Design rll_key_loader, sky130hd; sources not shown.
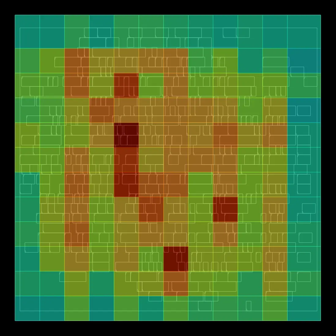
**Above:** track usage over the die.
met3 track utilization from global routing: 0.0623
met1 Usage GRT: 0.247
total global-route track usage: 0.198
met2 usage in global routing: 0.324
final cell utilization of the core: 0.583

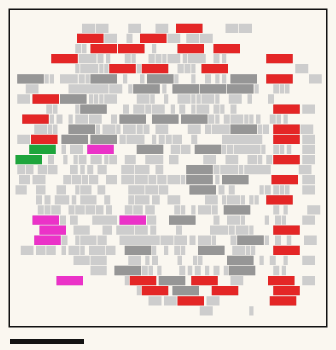
**Above:** where the registers sit.
The bar under the picture is 20 um long. Other sequential cells in the stronger gray, the rest of the logic in the fainter gray.
`state_q`: in green, placed flops 2. `key_out`: in red, placed flops 32, where spread over the die. `cnt_q`: in magenta, placed flops 6.
Another 33 sequential cells are not colored.
area taken by flip-flops and latches: 0.00146 mm2
Power Sequential: 1500 uW

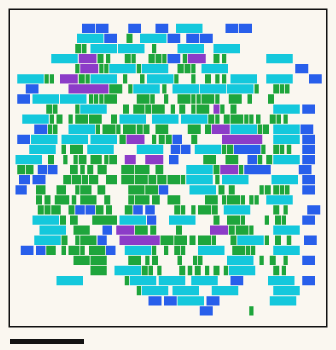
**Above:** cell classes on the final placement.
The bar under the picture is 20 um long.
sequential cells: in cyan, cells 73, share of their area 39%. remaining buffers and delay cells: in blue, cells 58, share of their area 15%. remaining logic cells: in green, cells 253, share of their area 39%. clock drivers and dummy loads: in purple, cells 15, share of their area 6.5%.
Site Rows: 29
flop share of the area: 0.384
Post-Layout Inst Area: 0.00381 mm2

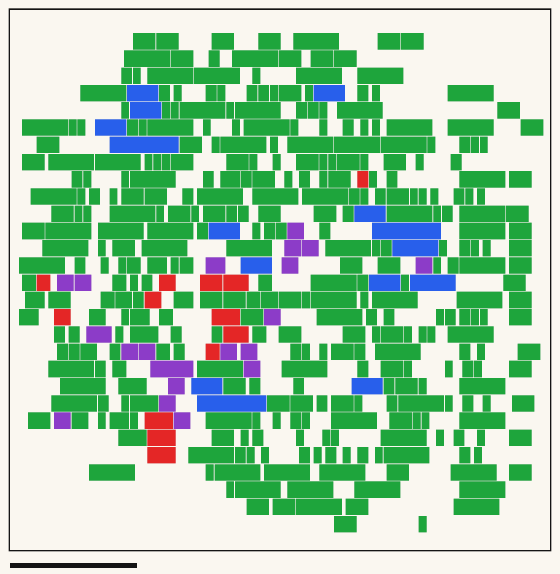
**Above:** cell sizes after repair.
The bar under the picture is 20 um long.
x1 and smaller: in green, cells 351, share 88%. x6 and larger: in blue, cells 15, share 3.8%. x3 and x4: in purple, cells 20, share 5.0%. x2: in red, cells 13, share 3.3%.
number of ordinary and repair buffers in the finished layout: 58
worst-case setup margin in the final layout: 123 ps

==> impl_metrics.json <==
{
  "core_mm2": 0.00653,
  "maximum_resistive_drop_on_vdd_mv": 0.763,
  "run_status": "completed",
  "place_inst": 461,
  "timing.reg2reg.worst_path_depth": 5,
  "grt_overflow_total": 0,
  "power_switching_share": 0.204,
  "stage_log_warnings": 29,
  "setup.worst_path.class": "reg -> out",
  "placed_area_mm2": 0.00357,
  "finalHoldViolCount": 0,
  "top_power_group": "sequential cells",
  "timing.critical_path.arrival_ps": 1230,
  "worst-endpoint-required_ps": 1350,
  "num-multi-input-gates": 247,
  "post_synth_num_cell_types": 44,
  "post_synth_main_logic_family": "simple AND/OR/NAND/NOR gates",
  "clock_path_buffers": 2,
  "area.share.combinational": 0.376,
  "synth.cells.most_frequent": "nand2_1 (98), dfxtp_1 (73), a21oi_1 (37), mux2i_1 (32), nand3_1 (29)",
  "detailroute.via_count": 2491,
  "post_route_clock_period_utilization": 0.937,
  "clock_power_share": 0.471,
  "postSynthAreaPerCell_um2": 8.70,
  "layout-area-overhead-vs-synth_pct": 22.3,
  "layout.cells.largest_class": "sequential cells",
  "power.density_mw_per_mm2": 800,
  "finalCriticalPeriod_ps": 1820,
  "cts-resized-gates": 2,
  "mux_share": 0.103,
  "grt_pass1_wl_um": 11200,
  "fin_worst_hold_slack_ps": 253,
  "ys_sh_adder": 0.0161,
  "synthArstFlopShare": 0,
  "wire_per_inst_um": 13.5,
  "detailedRoute.firstIterationViolations": 98,
  "cts.repair_timing.setup_buffer_count": 0,
  "clkSinkCount": 73,
  "clk-power_uw": 1430,
  "finalSetupViolations": 0,
  "clockBufferCount": 10,
  "place.detailed.hpwl_um": 4200,
  "hold_depth": 2,
  "layout-drive-gt1-share": 0.120,
  "edf_count": 0,
  "setup-tns-final_ps": 0,
  "layout.nonclk_buf_frac": 0.146,
  "ctsHtreeMaxLevel": 3,
  "final_cell_count_no_fill": 476,
  "synth_seq_share": 0.469,
  "netlist_instances": 358,
  "nNonClkInverters": 6,
  "multiInputGateArea_mm2": 0.00143,
  "tritoncts": "yes",
  "tapCellCount": 77,
  "cts_buffers": 9,
  "post_synth_instance_area_mm2": 0.00311,
  "final.fill_count": 586,
  "crit_fanout": 3,
  "synthTopCellsByArea": "dfxtp_1 (47%), nand2_1 (12%), mux2i_1 (10%), a21oi_1 (5.9%), nand3_1 (4.7%)",
  "yosys_aoi_share": 0.0796,
  "floorplanUtilization": 0.477,
  "power_uw": 3050,
  "cp-start-kind": "flop",
  "design.seq.count": 73,
  "cap_viol_max_count": 0,
  "xor_area_frac": 0.00281,
  "via_per_inst": 5.23,
  "synth.yosys.num_cells": 358,
  "drt-pass1-iter-count": 4,
  "maxClockFrequency_ghz": 0.550,
  "leakage_uw": 0.00152,
  "chip_area_mm2": 0.00726,
  "dp_worst_setup_slack_ps": -145,
  "power.sequential.fraction": 0.493,
  "crit_path_end_kind": "primary output",
  "die_w_um": 85.2,
  "ff_to_ff_setup_slack_ps": 300,
  "number_of_antenna_violations_at_the_first_check_in_global_routing": 0,
  "ff_type": "dfxtp_1",
  "num-nets-final": 404
}
routing by layer:
metal,GRT usage,up-vias,wire length (um)
met5,0,-,0
met4,0.0678,0,73
met3,0.0623,6,258
met2,0.324,55,3120
met1,0.247,1158,3000
li1,-,1272,-
kinds of logic after synthesis:
family | count (synthesis)
buffers and inverters | 38
other | 1
muxes | 32
xor gates and xnor gates | 1
AOI/OAI and AO/OA | 47
adders and majority gates | 4
DFF | 73
and+or+nand+nor | 162
worst max-delay path: stages (launching register included):
cell	delay, ps
dfxtp_1	320
or2_2	290
dlygate4sd2_1	280
Power figures rest on the tool's default switching activity, not on a simulated workload.
